### Track usage over the die, run 1

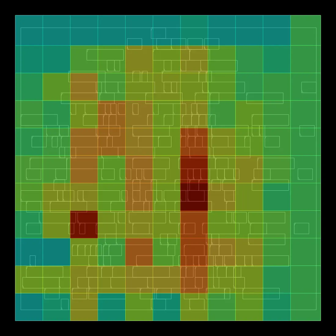
### Signal wires on met1, run 1

Scale: 6 px per um.
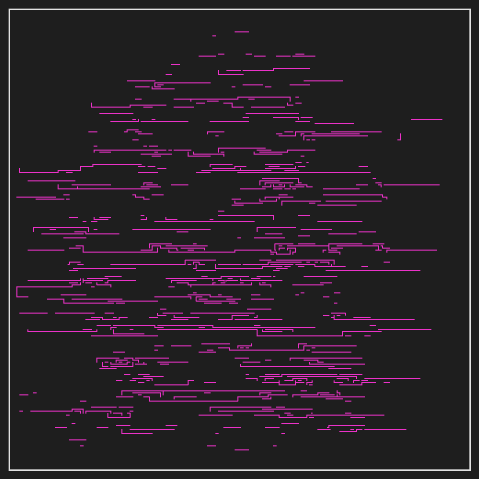
### Zoomed window, run 1

Region (7, 45) to (32, 70) um. Cells in grey, sequential cells in the stronger grey; small squares are vias.
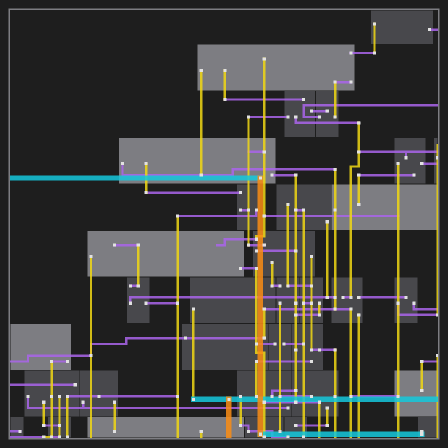
### Sizing map, run 1

Scale: 4 px per um.
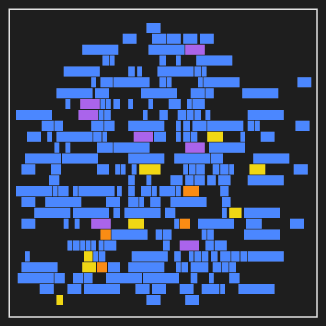
<file path="config.mk">
export PLATFORM = sky130hd
export DESIGN_NAME = stopwatch_bcd
export DESIGN_NICKNAME = d
export VERILOG_FILES = /design/src/rtl/stopwatch_bcd.sv
export SDC_FILE = /design/constraint.sdc
export NUM_CORES = 1
export LEC_CHECK = 0
export CAP_MARGIN = 0
export CORE_UTILIZATION = 35
export CTS_CLUSTER_SIZE = 20
export DETAILED_ROUTE_END_ITERATION = 6
export MAX_ROUTING_LAYER = met4
export SLEW_MARGIN = 10
export SYNTH_ARGS = -nofsm -noshare
export SYNTH_HDL_FRONTEND = slang
export SYNTH_SLANG_ARGS = --single-unit
</file>
<file path="constraint.sdc">
create_clock -name mclk -period 4.6 [get_ports mclk]
set_clock_uncertainty 0.15 [all_clocks]
set_input_delay 1.15 -clock mclk [delete_from_list [all_inputs] [get_ports mclk]]
set_output_delay 1.15 -clock mclk [all_outputs]
set_load 0.01 [all_outputs]
</file>
<file path="src/rtl/stopwatch_bcd.sv">
// Four-digit BCD stopwatch.
// The divider tick acts as a count enable, and two debounced buttons drive
// the run/stop and lap/clear control. The displayed value is registered and
// is frozen while a lap is shown. Everything runs on mclk.
module stopwatch_bcd #(
    parameter int TICK_DIV = 1
) (
    input  logic        mclk,
    input  logic        rst,
    input  logic        tick,
    input  logic        start_stop,
    input  logic        lap_clr,
    output logic [15:0] disp,
    output logic        running,
    output logic        lap_active,
    output logic        ovf
);

    typedef enum logic [1:0] {
        IDLE = 2'd0,
        RUN  = 2'd1,
        STOP = 2'd2,
        LAP  = 2'd3
    } state_t;

    localparam logic [3:0] PRE_LAST = 4'(TICK_DIV - 1);

    state_t      state_reg, state_next;
    logic        ss_prev_reg, lc_prev_reg, armed_reg;
    logic        ss_evt, lc_evt;
    logic [3:0]  pre_reg, pre_next;
    logic [15:0] count_reg, count_next, count_inc;
    logic [15:0] disp_next;
    logic        running_next, lap_next;
    logic        count_en, step, clear, wrap;

    // Events are gated by armed_reg. The prev registers cannot follow the
    // buttons while reset is held, so the first cycle after release only
    // loads them. A button held through reset must fall and rise again
    // before it is seen as a press.
    assign ss_evt = armed_reg & start_stop & ~ss_prev_reg;
    assign lc_evt = armed_reg & lap_clr & ~lc_prev_reg & ~ss_evt;

    // Edge-detect registers: keep the previous button levels.
    always_ff @(posedge mclk or negedge rst) begin
        if (!rst) begin
            ss_prev_reg <= 1'b0;
            lc_prev_reg <= 1'b0;
            armed_reg   <= 1'b0;
        end else begin
            ss_prev_reg <= start_stop;
            lc_prev_reg <= lap_clr;
            armed_reg   <= 1'b1;
        end
    end

    // State register.
    always_ff @(posedge mclk or negedge rst) begin
        if (!rst) state_reg <= IDLE;
        else      state_reg <= state_next;
    end

    // Next-state logic. A start/stop event takes priority over lap/clear.
    always_comb begin
        state_next = state_reg;
        if (ss_evt) begin
            case (state_reg)
                IDLE:    state_next = RUN;
                RUN:     state_next = STOP;
                LAP:     state_next = STOP;
                STOP:    state_next = RUN;
                default: state_next = IDLE;
            endcase
        end else if (lc_evt) begin
            case (state_reg)
                IDLE:    state_next = IDLE;
                RUN:     state_next = LAP;
                LAP:     state_next = RUN;
                STOP:    state_next = IDLE;
                default: state_next = IDLE;
            endcase
        end
    end

    // Output decode from the next state, so the outputs move with the state.
    // While LAP persists the display holds its snapshot. Otherwise it follows
    // the count, including the increment made on this same edge.
    always_comb begin
        running_next = (state_next == RUN) || (state_next == LAP);
        lap_next     = (state_next == LAP);
        if ((state_reg == LAP) && (state_next == LAP)) disp_next = disp;
        else                                           disp_next = count_next;
    end

    // Counting is qualified by the state before the transition. A tick that
    // coincides with leaving RUN therefore still counts.
    assign count_en = tick & ((state_reg == RUN) || (state_reg == LAP));
    assign clear    = lc_evt & ((state_reg == IDLE) || (state_reg == STOP));
    assign step     = count_en & (pre_reg == PRE_LAST);

    // Prescaler: wraps to zero on the tick that advances the BCD count.
    always_comb begin
        pre_next = pre_reg;
        if (clear)             pre_next = 4'd0;
        else if (step)         pre_next = 4'd0;
        else if (count_en)     pre_next = pre_reg + 4'd1;
    end

    // Ripple BCD increment. A carry out of the top digit marks the wrap.
    always_comb begin
        logic carry;
        carry     = step;
        count_inc = count_reg;
        for (int i = 0; i < 4; i++) begin
            if (carry) begin
                if (count_reg[4*i +: 4] == 4'd9) begin
                    count_inc[4*i +: 4] = 4'd0;
                end else begin
                    count_inc[4*i +: 4] = count_reg[4*i +: 4] + 4'd1;
                    carry = 1'b0;
                end
            end
        end
        wrap       = carry;
        count_next = clear ? 16'h0000 : count_inc;
    end

    // Datapath and registered outputs.
    always_ff @(posedge mclk or negedge rst) begin
        if (!rst) begin
            pre_reg    <= 4'd0;
            count_reg  <= 16'h0000;
            disp       <= 16'h0000;
            ovf        <= 1'b0;
            running    <= 1'b0;
            lap_active <= 1'b0;
        end else begin
            pre_reg    <= pre_next;
            count_reg  <= count_next;
            disp       <= disp_next;
            ovf        <= wrap;
            running    <= running_next;
            lap_active <= lap_next;
        end
    end

endmodule
</file>
==> changes_impl.md, run 1 <==
## Implementation

- Commonest cells post-synth: dfrtp_1 (43), nand2_1 (27), nor2_1 (17)
- Max-slew headroom: 0.369
- Slowest-stage cell, CP: nor3_1
- Leak: around 1.0 nW
- Multi-input combinational area share: 0.350
- Area fraction in xor and xnor cells: 0.0405
- Crit path required time: 4.64 ns
- Yosys stat cell total: approximately 190
- Worst r2r dst: disp[15]
- Chip height: 76.6 um
- Worst setup SP type: input port
- Vias per cell: a little under 5
- Syn Std Cell Area: approximately 2000 um2
- Depth of the worst hold-timing path: 2
- Worst-margin pin slew: between 0.9 and 1 ns
- DR iter-0 viols: ~77
- Routed WL per cell: about 13 um
- Hold crit path type: reg2reg
- Filler cells: 514
- Starting Density: 0.371
- Metal2 WL: between 1500 and 2000 um
- Clk buf depth: 2
- Placed cell count: roughly 280
- Final hold vios: 0
- Post-Place Setup Slack: around 1.2 ns
- Status: complete, no violations
- Detailed Place HPWL: approximately 2400 um
- Comb area leader: simple AND/OR/NAND/NOR gates
- Layout clock area frac: 0.0440
- Tcrit/Tclk final: 0.673
- Met3 wire len: around 87 um
- Total GRT Usage: 0.143
- Gp weighted congestion: ~0.73
- Post-route antenna net violation count: 0
- Final nets: ~230
- # DRC: 0
- Commonest flop: dfrtp_1
- PD cells: between 400 and 500 nW/um2
- Critical path capture point type: flop
- Total clock sinks: 43
- Buf+Inv Stages, Crit Path: 1
- GR Overflow Total: 0
- Number of logic gates: about 140
- Late-Pin Clk Latency: approximately 0.29 ns
- Commonest Layout Cell: dfrtp_1
- Vias in the first global route: between 1k and 1.5k
- Sw Pwr: around 0.00035 W
- Yosys chip area: 1950 um2
- CP arrival: between 3 and 4 ns
- Storage cell area: between 1000 and 1500 um2
- Hold path startpoint: disp[10]
- Synth Warn #: 0
- Htree depth: 2
- Chip area: about 5900 um2
- CTS Root Cell: clkbuf_8
- Well Taps: about 70
- 1st-pass router iterations: 4
- Clock share of power: 0.244
- Signal buffers share of area: 0.102
- Signal inverters: 7
- Synthesized netlist cell count: roughly 190
- Largest net degree at the start of global routing: approximately 44
- Internal: ~0.00074 W
- Hold endpoint: disp[10]
- Setup TNS Final: 0 ns
- Core region area: 5240 um2
- CP Capture Point: disp[15]
About 'Track usage over the die':
met1 Resource Use GR: 0.183
met2 GRT Util: 0.222
busiest grt layer: met2
M3 GR Usage: 0.0299
Final Util: 0.450

About 'Signal wires on met1':
longest straight run	27.1 um
wire length on this layer	1810 um
share of all routed wire	49%
main direction	horizontal
nets with wire on the layer	204
Routed WL: 3660 um
routed via count: 1430

About 'Zoomed window':
colour	layer
purple	M1
yellow	M2
cyan	M3
orange	M4
most frequent	o21ai_0 (4), dfrtp_1 (4)
netlist names of flops here include	count_reg (2), disp (2)
cells with their middle in the window	24
sequential cells in the window	4

About 'Sizing map':
colour	size	cells	share	most used
purple	x6 and larger	7	3.2%	clkbuf_8
blue	x1 and smaller	200	91%	dfrtp_1
orange	x3 and x4	4	1.8%	buf_4
yellow	x2	8	3.7%	mux2_2
area grow syn2layout: 21.2%
bufs w/o clock: 25
Finished Cell Area: 2360 um2

--- run 2 (diff from run 1) ---
clock period = 3.2 ns   (was 4.6 ns; I/O delays follow)
==> changes_impl.md, run 2 <==
## Implementation

- Largest net degree at the start of global routing: between 40 and 50
- CTS Root Cell: clkbuf_8
- GR Overflow Total: 0
- Status: complete, no violations
- Clock share of power: 0.207
- Htree depth: 2
- Met3 wire len: roughly 89 um
- Yosys stat cell total: around 190
- Worst r2r dst: disp[9]
- Commonest Layout Cell: dfrtp_1
- CP Capture Point: disp[9]
- Setup TNS Final: 0 ns
- Hold crit path type: reg2reg
- Chip area: approximately 5900 um2
- Busiest grt layer: met2
- Commonest cells post-synth: dfrtp_1 (43), nand2_1 (27), nor2_1 (17)
- Total GRT Usage: 0.139
- Max-slew headroom: 0.372
- Final hold vios: 0
- Vias per cell: 4.93
- Worst setup SP type: input port
- Vias in the first global route: 1328
- Signal inverters: 7
- CP arrival: between 2 and 3 ns
- Final nets: 227
- Detailed Place HPWL: roughly 2400 um
- Sw Pwr: just under 0.0005 W
- Multi-input combinational area share: 0.350
- Synthesized netlist cell count: 192
- Area fraction in xor and xnor cells: 0.0405
- 1st-pass router iterations: 4
- Metal2 WL: roughly 1600 um
- Yosys chip area: roughly 1900 um2
- # DRC: 0
- Syn Std Cell Area: 1950 um2
- Post-Place Setup Slack: 0.184 ns
- Crit path required time: between 3 and 4 ns
- Leak: a little over 1 nW
- Number of logic gates: between 100 and 150
- Hold endpoint: disp[1]
- Gp weighted congestion: about 0.75
- Area grow syn2layout: 21.0%
- Buf+Inv Stages, Crit Path: 1
- Late-Pin Clk Latency: between 0.2 and 0.3 ns
- Layout clock area frac: 0.0308
### Cell classes on the final placement, run 2

Scale: 4 px per um.
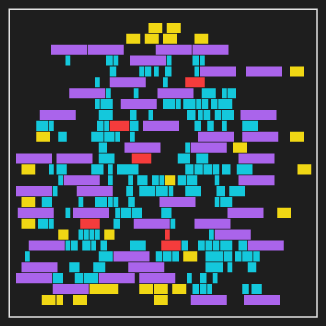
colour	class	cells	share of their area
red	clock drivers and dummy loads	6	3.2%
cyan	remaining logic cells	143	38%
purple	registers	43	47%
yellow	remaining buffers and delay cells	27	12%
sequential share of cell area: 0.457
Final Util: 0.450
row count: 26
Finished Cell Area: 2350 um2

--- run 3 (diff from run 2) ---
CORE_MARGIN = 2   (was not set)
SKIP_CTS_REPAIR_TIMING = 1   (was not set)
==> changes_impl.md, run 3 <==
## Implementation

- Status: complete, no violations
- Yosys chip area: between 1500 and 2000 um2
- DR iter-0 viols: about 110
- Final nets: around 230
- Vias per cell: roughly 4.8
- Commonest flop: dfrtp_1
- Well Taps: about 70
- Buf+Inv Stages, Crit Path: 1
- Routed WL: roughly 3600 um
- Vias in the first global route: between 1k and 1.5k
- Met3 wire len: ~100 um
- Gp weighted congestion: slightly above 0.7
- PD cells: approximately 660 nW/um2
- Sequential share of cell area: 0.451
- Largest net degree at the start of global routing: roughly 44
- CP Capture Point: disp[9]
- Multi-input combinational area share: 0.346
- Metal2 WL: approximately 1600 um
- Htree depth: 2
- Starting Density: 0.358
- CTS Root Cell: clkbuf_8
- Tcrit/Tclk final: 0.841
- Hold path startpoint: disp[5]
- Routed via count: 1400
- Bufs w/o clock: 27
- Comb area leader: simple AND/OR/NAND/NOR gates
- Leak: approximately 1.0 nW
- Total clock sinks: approximately 43
- Post-Place Setup Slack: roughly 0.2 ns
- Chip area: 6170 um2
- Post-route antenna net violation count: 0
- Late-Pin Clk Latency: approximately 0.29 ns
- Area grow syn2layout: 22.6%
- Commonest cells post-synth: dfrtp_1 (43), nand2_1 (27), nor2_1 (17)
- Max-slew headroom: 0.356
- Placed cell count: between 200 and 300
- Worst-margin pin slew: between 0.9 and 1 ns
- Clock share of power: 0.239
- Sw Pwr: about 0.0005 W
- Area fraction in xor and xnor cells: 0.0405
- Layout clock area frac: 0.0420
- Storage cell area: approximately 1100 um2
- Signal buffers share of area: 0.112
- Internal: 0.00107 W
- Finished Cell Area: about 2400 um2
- Setup TNS Final: 0 ns
- Core region area: around 5400 um2
- Signal inverters: 7
- Worst setup SP type: input port
- Synthesized netlist cell count: around 190
- 1st-pass router iterations: 4
- Hold crit path type: reg2reg
- Hold endpoint: disp[5]
### Track usage over the die, run 3

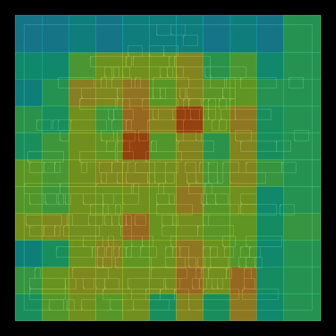
met1 Resource Use GR: 0.180
Total GRT Usage: 0.132
M3 GR Usage: 0.0310
Final Util: 0.438

Power and IR drop assume default switching activity.
